### src/rtl/serial_comp_ctrl_if.sv
// Operand/result handshake between the operand source and the bit-serial
// comparison controller. The source is the master, the controller the slave.
interface serial_comp_ctrl_if #(
  parameter int WIDTH = 8
);
  logic             start;
  logic [WIDTH-1:0] a_in;
  logic [WIDTH-1:0] b_in;
  logic             busy;
  logic             done;
  logic             lt;
  logic             gt;
  logic             eq;

  modport master (
    output start, a_in, b_in,
    input  busy, done, lt, gt, eq
  );

  modport slave (
    input  start, a_in, b_in,
    output busy, done, lt, gt, eq
  );
endinterface

### src/rtl/serial_comp_ctrl.sv
// Bit-serial magnitude comparison controller.
// Feeds two WIDTH-bit operands MSB first into a 1-bit priority comparator
// cell, feeding the cell's less/greater result back as p1/p2 so the first
// differing bit locks the decision. Publishes lt/gt/eq with a done pulse.
// Optional build macro: EARLY_EXIT_EN -- finish as soon as the cell reports
// a decided result instead of always consuming all WIDTH bits.
module serial_comp_ctrl #(
  parameter int WIDTH = 8
) (
  input  logic               clk,
  input  logic               rstn,
  serial_comp_ctrl_if.slave  bus,
  output logic               a_bit,
  output logic               b_bit,
  output logic               p1_o,
  output logic               p2_o,
  output logic               p3_o,
  input  logic               l1_i,
  input  logic               l2_i,
  input  logic               l3_i
);

  localparam int CW = $clog2(WIDTH) + 1;
  localparam logic [CW-1:0] CNT_INIT = CW'(WIDTH - 1);

  typedef enum logic [1:0] {
    IDLE = 2'd0,
    RUN  = 2'd1,
    DONE = 2'd2
  } state_t;

  state_t           state;
  logic [WIDTH-1:0] sh_a;
  logic [WIDTH-1:0] sh_b;
  logic [CW-1:0]    cnt;
  logic             lt_acc;
  logic             gt_acc;
  logic             last_bit;
  logic             running;

  assign running = (state == RUN);

`ifdef EARLY_EXIT_EN
  // Once the cell has decided, the remaining lower bits cannot change the outcome.
  assign last_bit = (cnt == '0) || l1_i || l2_i;
`else
  assign last_bit = (cnt == '0);
`endif

  // Cell drive: only meaningful while running, forced low otherwise.
  assign a_bit = running & sh_a[WIDTH-1];
  assign b_bit = running & sh_b[WIDTH-1];
  assign p1_o  = running & lt_acc;
  assign p2_o  = running & gt_acc;
  assign p3_o  = running & ~(lt_acc | gt_acc);

  // Control FSM with registered status/result outputs and operand shifters.
  always_ff @(posedge clk) begin
    if (!rstn) begin
      state    <= IDLE;
      sh_a     <= '0;
      sh_b     <= '0;
      cnt      <= '0;
      lt_acc   <= 1'b0;
      gt_acc   <= 1'b0;
      bus.busy <= 1'b0;
      bus.done <= 1'b0;
      bus.lt   <= 1'b0;
      bus.gt   <= 1'b0;
      bus.eq   <= 1'b0;
    end else begin
      case (state)
        IDLE: begin
          if (bus.start) begin
            sh_a     <= bus.a_in;
            sh_b     <= bus.b_in;
            cnt      <= CNT_INIT;
            lt_acc   <= 1'b0;
            gt_acc   <= 1'b0;
            bus.busy <= 1'b1;
            state    <= RUN;
          end
        end
        RUN: begin
          lt_acc <= l1_i;
          gt_acc <= l2_i;
          sh_a   <= sh_a << 1;
          sh_b   <= sh_b << 1;
          if (cnt != '0) begin
            cnt <= cnt - 1'b1;
          end
          if (last_bit) begin
            bus.lt   <= l1_i;
            bus.gt   <= l2_i;
            bus.eq   <= l3_i;
            bus.done <= 1'b1;
            state    <= DONE;
          end
        end
        DONE: begin
          bus.done <= 1'b0;
          bus.busy <= 1'b0;
          state    <= IDLE;
        end
        default: begin
          bus.done <= 1'b0;
          bus.busy <= 1'b0;
          state    <= IDLE;
        end
      endcase
    end
  end

endmodule

### src/flat_wrapper.sv
// flat-port wrapper written by rule: the top's interface ports become plain ports
module serial_comp_ctrl_flat 
#(
  parameter int WIDTH = 8
)
  (clk, rstn, a_bit, b_bit, p1_o, p2_o, p3_o, l1_i, l2_i, l3_i, bus_start, bus_a_in, bus_b_in, bus_busy, bus_done, bus_lt, bus_gt, bus_eq);
  serial_comp_ctrl_if #(.WIDTH(WIDTH)) bus_i ();
  input  logic clk;
  input  logic rstn;
  output logic a_bit;
  output logic b_bit;
  output logic p1_o;
  output logic p2_o;
  output logic p3_o;
  input  logic l1_i;
  input  logic l2_i;
  input  logic l3_i;
  input wire logic [$bits(bus_i.start)-1:0] bus_start;
  input wire logic [$bits(bus_i.a_in)-1:0] bus_a_in;
  input wire logic [$bits(bus_i.b_in)-1:0] bus_b_in;
  output wire logic [$bits(bus_i.busy)-1:0] bus_busy;
  output wire logic [$bits(bus_i.done)-1:0] bus_done;
  output wire logic [$bits(bus_i.lt)-1:0] bus_lt;
  output wire logic [$bits(bus_i.gt)-1:0] bus_gt;
  output wire logic [$bits(bus_i.eq)-1:0] bus_eq;
  assign bus_i.start = bus_start;
  assign bus_i.a_in = bus_a_in;
  assign bus_i.b_in = bus_b_in;
  assign bus_busy = bus_i.busy;
  assign bus_done = bus_i.done;
  assign bus_lt = bus_i.lt;
  assign bus_gt = bus_i.gt;
  assign bus_eq = bus_i.eq;
  serial_comp_ctrl #(.WIDTH(WIDTH)) u_core (.clk(clk), .rstn(rstn), .bus(bus_i), .a_bit(a_bit), .b_bit(b_bit), .p1_o(p1_o), .p2_o(p2_o), .p3_o(p3_o), .l1_i(l1_i), .l2_i(l2_i), .l3_i(l3_i));
endmodule
### config.mk
export PLATFORM = sky130hd
export DESIGN_NAME = serial_comp_ctrl_flat
export DESIGN_NICKNAME = d
export VERILOG_FILES = /design/src/rtl/serial_comp_ctrl_if.sv /design/src/rtl/serial_comp_ctrl.sv /design/src/flat_wrapper.sv
export SDC_FILE = /design/constraint.sdc
export NUM_CORES = 1
export LEC_CHECK = 0
export CORE_ASPECT_RATIO = 1.4
export CORE_MARGIN = 2
export CORE_UTILIZATION = 55
export CTS_BUF_LIST = sky130_fd_sc_hd__clkbuf_8
export DETAILED_ROUTE_END_ITERATION = 7
export PLACE_DENSITY = 0.87
export SYNTH_ARGS = -nofsm -noshare
export SYNTH_HDL_FRONTEND = slang
export SYNTH_SLANG_ARGS = --single-unit
### constraint.sdc
create_clock -name clk -period 4.7 [get_ports clk]
set_input_delay 0.705 -clock clk [delete_from_list [all_inputs] [get_ports clk]]
set_output_delay 0.705 -clock clk [all_outputs]
set_load 0.01 [all_outputs]
Figure 1. Sequential cells grouped by signal name (run 1).
The bar under the picture is 10 um long.
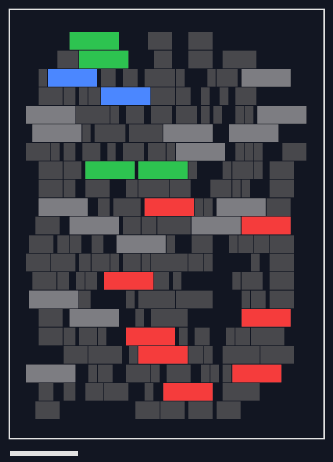
u_core.state: in blue, placed flops 2. u_core.sh_b: in red, placed flops 8. u_core.cnt: in green, placed flops 4.

Figure 2. Clock routing (run 1).
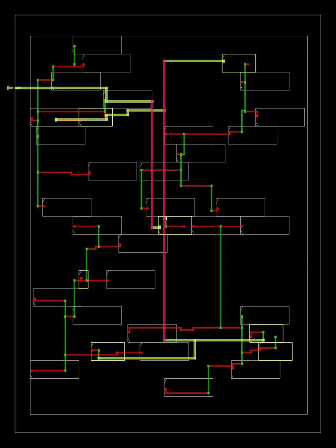
power drawn by the clock network: 0.000205 W
number of clock sinks seen by CTS: 29

==> impl.org, run 1 <==
#+TITLE: Synthesis and PnR summary

** Status
- Run status :: complete, no violations

** Logic synthesis
- For reference, compound AND-OR and OR-AND cells occupy 22.8% of the area reported after synthesis.
- The cell-mix breakdown from Yosys lists the simple-gate area share as 24.0%.
- Yosys stat chip area :: 1370 sq um
- The number of nets handed over by synthesis was 173.
- Of all cell types, the one taking the most synthesized area is dfxtp_1.
- For reference, the top cells by count after synthesis are 29 x dfxtp_1, 28 x nand2_1, 14 x nor2_1.
- The netlist uses 35 different library cells.
- Yosys stat counts 150 cells in the synthesized netlist.
- Synthesized-area fraction occupied by adder cells :: 0.914%
- Share of cell area taken by muxes after synthesis :: 0.823%
- The Yosys step of the flow raised 0 warnings.
- Area contributors post-synth :: dfxtp_1 42%, nand2_1 7.7%, a311oi_2 6.6%
- Summing the areas of all xor and xnor instances in the mapped netlist gives 0% of the synthesized area.
- Synthesis produced 150 cells.
- In this run the mean area of a mapped cell was 9.13 sq um.
- Combinational family with the most area after synthesis :: simple AND/OR/NAND/NOR gates

** STA
- Measured against its own limit, the worst slew margin works out to 24.4%.
- The final report lists the setup-violating endpoint count as 0.
- On the final layout, the worst clock skew is 0.00582 ns.
- For this run, the top clock speed supported by timing is 354 MHz.
- Total negative setup slack :: 0 ns
- Setup slack on the critical path of the routed design comes to 1.88 ns.
- The final max-slew violation count recorded for this run is 0.

** Power and ir drop
- Summed over all nets, the switching power comes to 0.000197 W.
- Comb pwr share :: 23.7%
- Peak supply drop :: 0.289 mV
- Clock Power Share :: 31.3%
- In this run, power in flip-flops and latches comes to 0.000296 W.
- Cell area power density :: 386 nW/um^2
- Of the total power, registers draw 45.1%.
- Internal power comes to 0.000460 W.
- Comb group :: 0.000156 W
- Net switching is 30.0% of the power.

** Global routing
- The first global-routing pass estimated 5090 um of wire.
- Vias in the first global route :: 1,219
- Entering global routing, the biggest net connects 30 pins.
- For this run, the total global-route usage over all layers was measured as 23.9%.
- Initial antenna violation count :: 0

** Drt
- For this block, the routed nets add up to 3000 um of wire.
- Once detail routing completed, the nets flagged for antenna violations numbered 0.
- Remaining routing DRC violations :: 0
- After detailed routing, the average wire length per cell comes to 14.2 um.

** Critical path
- Reg2Reg Setup Slack :: 2.83 ns
- Worst setup SP type :: register
- Together, buffers and inverters on the worst path number 1.
- Worst Setup Path Type :: reg -> out
- STA puts the critical path data required time at 3.99 ns.
- Dominant delay contributor by cell family on the critical path :: simple AND/OR/NAND/NOR gates
- The critical path's slowest stage uses the library cell nor2b_4.

** Place
- Per the placement log, port buffering inserted 31 buffers.
- Note, the detailed placer reported a final HPWL of 2010 um.
- Final estimated routing congestion in global placement :: 0.786

** Final layout
- The layout report lists the combined flip-flop and latch area as 581 sq um.
- Plain + repair buffers :: 31
- The layout summary lists the proportion of cells stronger than drive strength 1 as 13.0%.
- Number of inserted diodes :: 0
- The final design was reported to hold multi-input combinational gates totalling 105.
- After routing the design area is 1700 sq um.
- According to the cell report, flip-flops and latches in the layout number 29.
- Highest-count logic cell in the final layout :: clkdlybuf4s50_1
- Layout inverter count without the clock tree :: 5
- Finished Core Util :: 71.2%
- In the final layout, clock buffers and inverters account for 5.07% of the cell area.
- Top logic cells by instance count in the layout :: 31 x clkdlybuf4s50_1, 29 x dfxtp_1, 28 x nand2_1

** Min path
- The endpoint of the worst hold path is reported as u_core.sh_a[3].
- Hold analysis shows the worst path with a depth of 2.

** CTS
- Quantity of hold-fixing buffers added after cts :: 0
- After clock tree synthesis, the clock-pin slew on the worst setup and hold paths is 0.06 ns.
- In this run, post-CTS repair resized a total of 0 instances.
- Buffers added to address setup during post-CTS repair amount to 0.
- At the later pin of the worst-skew pair, clock insertion delay measures 0.29 ns.
- CTS Buf Count :: 5
- H-Tree Depth :: 2

** Floorplan
- Number of tapcells :: 34
- The chip occupies 2910 sq um.
- Die y size :: 63.0 um
- Before placement the cells fill 57.2% of the core.
- In this run the count of I/O pins placed on the die edge is 32.

** Job
- Across the run, the number of max-cap violations was 0.
Figure 3. Nets reached from selected ports (run 1).
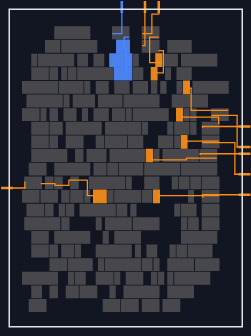
bus_a_in: in orange, bits 8, direction input, end cells 8, wire 153 um. bus_start: in blue, bits 1, direction input, end cells 3, wire 15.8 um.

Figure 4. Drive-strength map (run 1).
The bar under the picture is 10 um long.
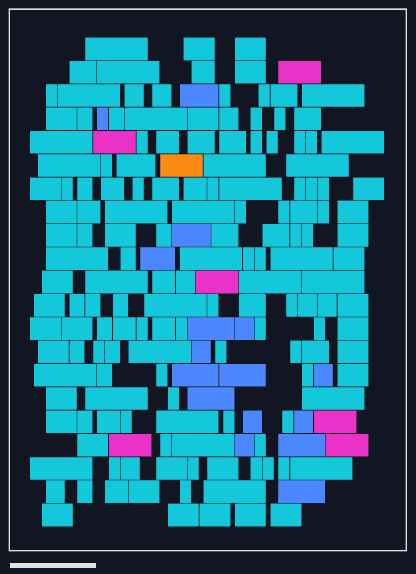
_2 cells: in blue, cells 16. _0 and _1 cells: in cyan, cells 154. _6 and larger: in magenta, cells 6. _3 and _4 cells: in orange, cells 1.

-- run 1: flip-flops by register name, summed over array words and instances, names as in the netlist --
signal	cells
u_core.sh_a	8
u_core.sh_b	8
u_core.cnt	4
u_core.state	2
u_core.bus.busy	1
u_core.bus.done	1
u_core.bus.eq	1
u_core.bus.gt	1
u_core.bus.lt	1
u_core.gt_acc	1
u_core.lt_acc	1
-- run 1: per-layer routing --
| metal | part of all wire (%) | track usage (%) | routed length (um) | vias to the layer above |
|---|---|---|---|---|
| met5 | 0 | 0 | 0 | - |
| met4 | 2.0 | 13.2 | 61 | 0 |
| met3 | 6.2 | 9.25 | 186 | 6 |
| met2 | 52 | 38.4 | 1550 | 42 |
| met1 | 40 | 25.4 | 1200 | 572 |
| li1 | - | - | - | 580 |
==> run 2: changes to the inputs <==
--- a/config.mk
+++ b/config.mk
@@ -7,10 +7,10 @@
 export LEC_CHECK = 0
 export CORE_ASPECT_RATIO = 1.4
 export CORE_MARGIN = 2
-export CORE_UTILIZATION = 55
+export CORE_UTILIZATION = 51
 export CTS_BUF_LIST = sky130_fd_sc_hd__clkbuf_8
 export DETAILED_ROUTE_END_ITERATION = 7
-export PLACE_DENSITY = 0.87
+export PLACE_DENSITY = 0.81
 export SYNTH_ARGS = -nofsm -noshare
 export SYNTH_HDL_FRONTEND = slang
 export SYNTH_SLANG_ARGS = --single-unit
==> constraint.sdc (replaced) <==
create_clock -name clk -period 2.71 [get_ports clk]
set_input_delay 0.4065 -clock clk [delete_from_list [all_inputs] [get_ports clk]]
set_output_delay 0.4065 -clock clk [all_outputs]
set_load 0.01 [all_outputs]
Figure 5. Drive-strength map (run 2).
The bar under the picture is 10 um long.
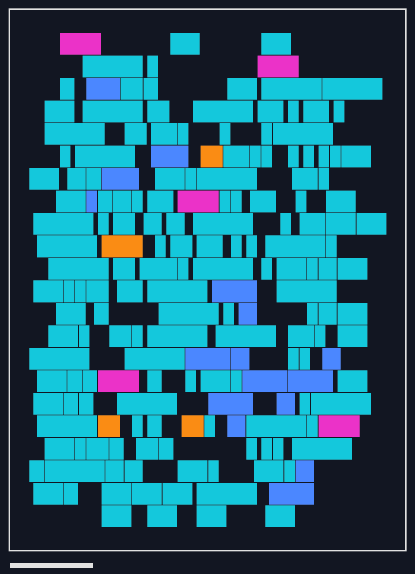
_6 and larger: in magenta, cells 5. _0 and _1 cells: in cyan, cells 156. _3 and _4 cells: in orange, cells 4. _2 cells: in blue, cells 16.

Figure 6. Clock routing (run 2).
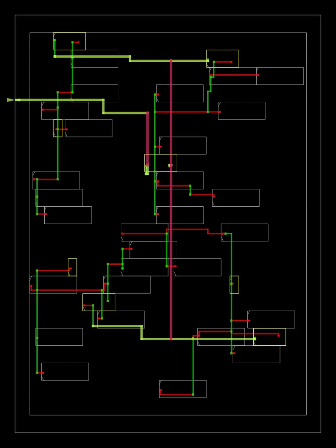
registers: 29
Setup Skew: 0.00872 ns
latest clock arrival within the worst-skew pair: 0.28 ns
power drawn by the clock network: 0.000324 W

==> run 2 against run 1 <==
Clock-buffer cell count is 1 lower. Register-to-register slack got worse by 1.7 ns. Via count is 1.0% lower. Worst hold slack better by 0.0040 ns. Non-clock buffer count rose by 3. Clock power rose by 58%. Combinational power rose by 75%. Critical endpoint is now p1_o. Design area increased by 1.1%.
==> impl.org, run 2 <==
#+TITLE: Synthesis and PnR summary

** Power and ir drop
- Seq power :: 0.000513 W (was 0.000296 W)
- Switching pwr :: 0.000334 W (was 0.000197 W)
- The switching portion of total power is 30.0% (about the same).
- The sequential share of power is 46.2% (was 45.1%).
- Cell area power density :: 645 nW/um^2 (was 386 nW/um^2)
- Internal power consumption :: 0.000777 W (was 0.000460 W)
- Comb group :: 0.000273 W (was 0.000156 W)
- Peak supply drop :: 0.417 mV (was 0.289 mV)
- The part of the power in combinational logic was 24.6% (was 23.7%).
- Clock Power Share :: 29.2% (was 31.3%)

** CTS
- The hold buffer count at CTS came to 0 (unchanged).
- Number of clock sinks seen by CTS :: 29 (unchanged)
- The CTS clock-pin slew for the worst setup and hold paths came to 0.06 ns (about the same).
- The post-cts gate resize count came to 0 (unchanged).
- H-Tree Depth :: 2 (unchanged)
- Post-CTS repair timing setup buffer count :: 0 (unchanged)

** Logic synthesis
- The unique cell type count in the Yosys netlist was 35 (unchanged).
- The simple-gate share of the synthesized area is 24.0% (unchanged).
- Cells after Synth :: 150 (unchanged)
- Cell type with the largest total area :: dfxtp_1 (unchanged)
- The area fraction in mux cells came to 0.823% (unchanged).
- The average cell area after synthesis came to 9.13 sq um (unchanged).
- The main logic family after synthesis is simple AND/OR/NAND/NOR gates (unchanged).
- The summed standard-cell area reported by yosys is 1370 sq um (unchanged).
- The post-synthesis cell count from yosys was 150 (unchanged).
- Most frequent cells after synthesis :: 29 x dfxtp_1, 28 x nand2_1, 14 x nor2_1 (unchanged)
- The sequential area share after synthesis was 42.4% (unchanged).
- The fraction of the mapped netlist area in adder cells is 0.914% (unchanged).
- The area share of xor/xnor cells in the synthesized design is 0% (unchanged).
- The net count after synthesis is 173 (unchanged).

** Place
- DP HPWL :: 2040 um (was 2010 um)
- The number of input and output port buffers inserted came to 31 (unchanged).
- The global placer's final weighted congestion came to 0.859 (was 0.786).

** Drt
- The post-route met1 wirelength was 1170 um (was 1200 um).
- The number of DRC violations after detailed routing was 0 (unchanged).
- The routed wire length is 2940 um (was 3000 um).
- Final routed wire length divided by cell count :: 13.5 um (was 14.2 um)
- The met3 layer wire length in the routed design is 176 um (was 186 um).
- The routed length on met2 was 1510 um (was 1550 um).

** Global routing
- The via count of the first global-routing pass was 1,150 (was 1,219).
- Wire length of the first global-routing pass :: 4750 um (was 5090 um)
- The initial antenna violation count is 0 (unchanged).

** STA
- Final worst setup slack :: 0.460 ns (was 1.88 ns)
- Based on the critical path, the design can be clocked at up to 444 MHz.
- The total count of max-transition violations in the final report came to 0 (unchanged).
- Max-Slew Margin vs Limit :: 62.9% (was 24.4%)
- The total negative setup slack was 0 ns (unchanged).

** Job
- # Max-Cap Violations :: 0 (unchanged)

** Final layout
- The dominant logic cell type in the layout is clkdlybuf4s50_1 (unchanged).
- Non-Filler Cell Area, Final :: 1720 sq um (was 1700 sq um)
- Finished Core Util :: 66.5% (was 71.2%)
- Top logic cells by instance count in the layout :: 31 x clkdlybuf4s50_1, 29 x dfxtp_1, 28 x nand2_1 (unchanged)
- The share of final-layout standard cells stronger than drive strength 1 was 13.8% (was 13.0%).
- Number of inserted diodes :: 0 (unchanged)

** Critical path
- The kind of start point of the critical path was a register (unchanged).
- The worst reg-to-reg setup slack is 1.09 ns (was 2.83 ns).

** Status
- Run status :: complete, no violations (unchanged)

** Floorplan
- Top Ports :: 32 (unchanged)
- Total die area :: 3120 sq um (was 2910 sq um)

** Min path
- WHS Endpoint :: u_core.sh_a[4] (was u_core.sh_a[3])
- The depth of the worst hold-timing path is 2 (unchanged).
Figure 7. Routed metal, one colour a layer (run 2).
The bar under the picture is 10 um long.
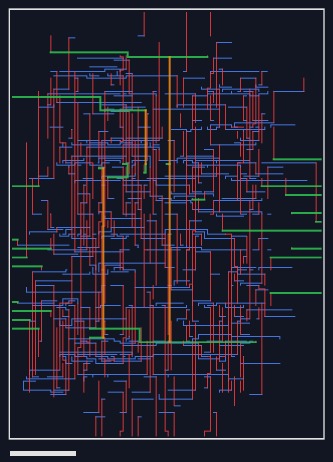
metal 2: in red, wire length 1,510 um. metal 1: in blue, wire length 1,170 um. metal 3: in green, wire length 177 um. metal 4: in orange, wire length 77.5 um.

-- run 2: cell count changes in the layout (fill, tap and decap cells not counted) --
cell,previous run,this run
clkbuf_8,6,5
inv_1,5,7
buf_4,0,3
-- run 2: layout make-up --
cell class / count / area (sq um)
Fill cell: 236 / 866
Tap cell: 36 / 45.0
Sequential cell: 29 / 581
Timing Repair Buffer: 34 / 333
Clock inverter: 3 / 11.3
Multi-Input combinational cell: 105 / 664
Clock buffer: 5 / 68.8
Inverter: 5 / 18.8
-- run 2: per-layer routing --
layer	track usage (%)	vias up
met4	8.45	0
met3	8.79	7
met2	34.8	30
met5	0	-
li1	-	588
met1	23.3	563
-- run 2: critical path, cell delays in order (launching register included) --
cell and delay [ns]:
dfxtp_1 0.46, nor2b_4 0.39, and2_1 0.18, clkdlybuf4s50_1 0.53
==> run 3: changes to the inputs <==
--- a/config.mk
+++ b/config.mk
@@ -7,10 +7,10 @@
 export LEC_CHECK = 0
 export CORE_ASPECT_RATIO = 1.4
 export CORE_MARGIN = 2
-export CORE_UTILIZATION = 51
+export CORE_UTILIZATION = 46
 export CTS_BUF_LIST = sky130_fd_sc_hd__clkbuf_8
 export DETAILED_ROUTE_END_ITERATION = 7
-export PLACE_DENSITY = 0.81
+export PLACE_DENSITY = 0.77
 export SYNTH_ARGS = -nofsm -noshare
 export SYNTH_HDL_FRONTEND = slang
 export SYNTH_SLANG_ARGS = --single-unit
==> constraint.sdc (replaced) <==
create_clock -name clk -period 2.06 [get_ports clk]
set_input_delay 0.309 -clock clk [delete_from_list [all_inputs] [get_ports clk]]
set_output_delay 0.309 -clock clk [all_outputs]
set_load 0.01 [all_outputs]
Figure 8. Sequential cells grouped by signal name (run 3).
The bar under the picture is 20 um long.
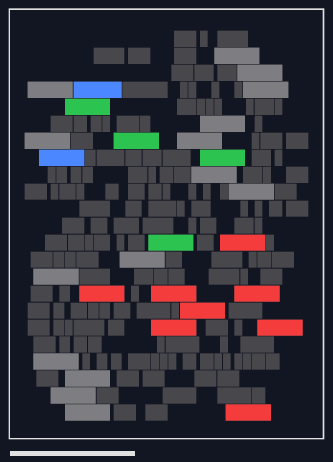
u_core.sh_b: in red, placed flops 8. u_core.state: in blue, placed flops 2. u_core.cnt: in green, placed flops 4.
Another 15 sequential cells are not coloured.

Figure 9. Routed metal, one colour a layer (run 3).
The bar under the picture is 20 um long.
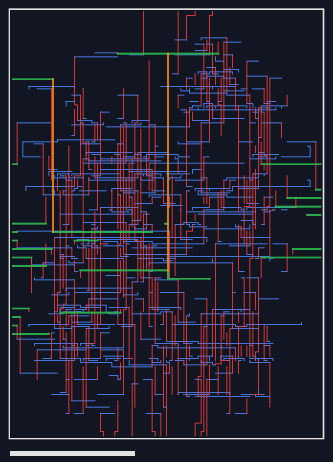
metal 2: in red, wire length 1,560 um. metal 3: in green, wire length 145 um. metal 1: in blue, wire length 1,280 um. metal 4: in orange, wire length 59.2 um.

==> run 3 against run 2 <==
Area after synthesis unchanged. Routed wire length increased by 3.6%. Power increased by 41%.
==> impl.org, run 3 <==
#+TITLE: Synthesis and PnR summary

** Floorplan
- The floorplan core density came to 48.0% (was 52.9%).
- Top Ports :: 32 (unchanged)

** Critical path
- The kind of start point of the critical path was a register (unchanged).
- WP data required :: 1.75 ns (was 2.30 ns)

** Logic synthesis
- The cell type contributing the most total cell area after synthesis was dfxtp_1 (unchanged).
- Yosys stat chip area :: 1370 sq um (unchanged)
- The fraction of the mapped netlist area in adder cells was 0.914% (unchanged).
- Share of cell area taken by muxes after synthesis :: 0.823% (unchanged)
- The net count after synthesis is 173 (unchanged).

** Final layout
- Registers :: 29 (unchanged)
- The proportion of cell area occupied by registers was 32.5% (was 33.7%).
- The sequential cell area in the final layout came to 582 sq um (was 581 sq um).
- The utilization of the core after routing was 62.8% (was 66.5%).
- The multi-input combinational area share is 37.2% (was 38.6%).
- The number of ordinary inverters in the final layout was 5 (unchanged).
- Clock network contribution to total cell area :: 5.67% (was 4.65%)
- The count of plain and timing-repair buffers came to 38 (was 34).
- Non-Filler Cell Area, Final :: 1790 sq um (was 1720 sq um)

** Global routing
- Met3 global-route usage :: 6.25% (was 8.79%)
- Busiest grt layer :: met2 (unchanged)
- The initial antenna violation count was 0 (unchanged).
- The via count of the first global-routing pass is 1,191 (was 1,150).
- Global routing usage summed across all routing layers :: 20.1% (was 21.3%)

** Drt
- The routed length on met2 is 1560 um (was 1510 um).
- Remaining routing DRC violations :: 0 (unchanged)
- The uppermost metal layer occupied by signal nets is met4 (unchanged).
- Final routed wire length divided by cell count :: 13.7 um (was 13.5 um)

** Power and ir drop
- The power density over cell area was 874 nW/um^2 (was 645 nW/um^2).

** STA
- The total negative setup slack was 0 ns (unchanged).
- The total count of max-transition violations in the final report came to 0 (unchanged).
- Max-Slew Margin vs Limit :: 64.7% (was 62.9%)

** Place
- Final estimated routing congestion in global placement :: 0.807 (was 0.859)

** Status
- Run status: complete, no violations (unchanged).

** CTS
- The H-tree depth is 2 (unchanged).
- The sink count of the clock tree is 29 (unchanged).
Figure 10. Drive-strength map (run 3).
The bar under the picture is 20 um long.
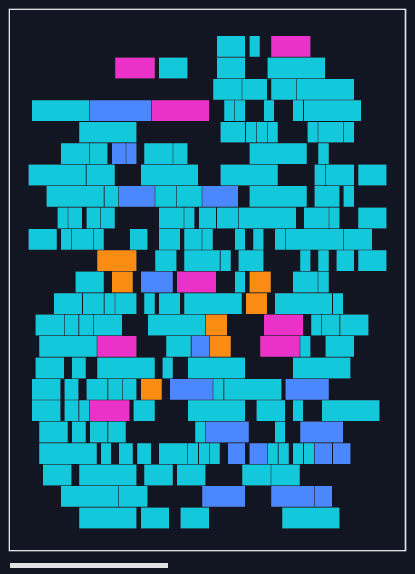
_2 cells: in blue, cells 18. _0 and _1 cells: in cyan, cells 152. _3 and _4 cells: in orange, cells 7. _6 and larger: in magenta, cells 8.

-- run 3: path summary, 6_finish.rpt --
check | endpoint | cells after the start | slack (ns) | startpoint
max | p2_o | 3 | 0.15 | u_core.state[0]
min | u_core.bus.lt | 2 | 0.48 | u_core.bus.lt
max reg2reg | u_core.cnt[3] | 5 | 0.42 | u_core.cnt[0]
min reg2reg | u_core.bus.lt | 2 | 0.48 | u_core.bus.lt
-- run 3: critical path, stage by stage (launching register included) --
cell,delay [ns]
dfxtp_2,0.40
nor2b_4,0.23
and2_1,0.16
clkdlybuf4s50_1,0.54
-- run 3: power breakdown --
group | total (W) | internal, W | switching [W]
clock | 0.000504 | 0.000301 | 0.000203
sequential | 0.000677 | 0.000628 | 0.0000484
combinational | 0.000383 | 0.000188 | 0.000195
total | 0.00156 | 0.00112 | 0.000446
Power figures rest on the tool's default switching activity, not on a simulated workload.
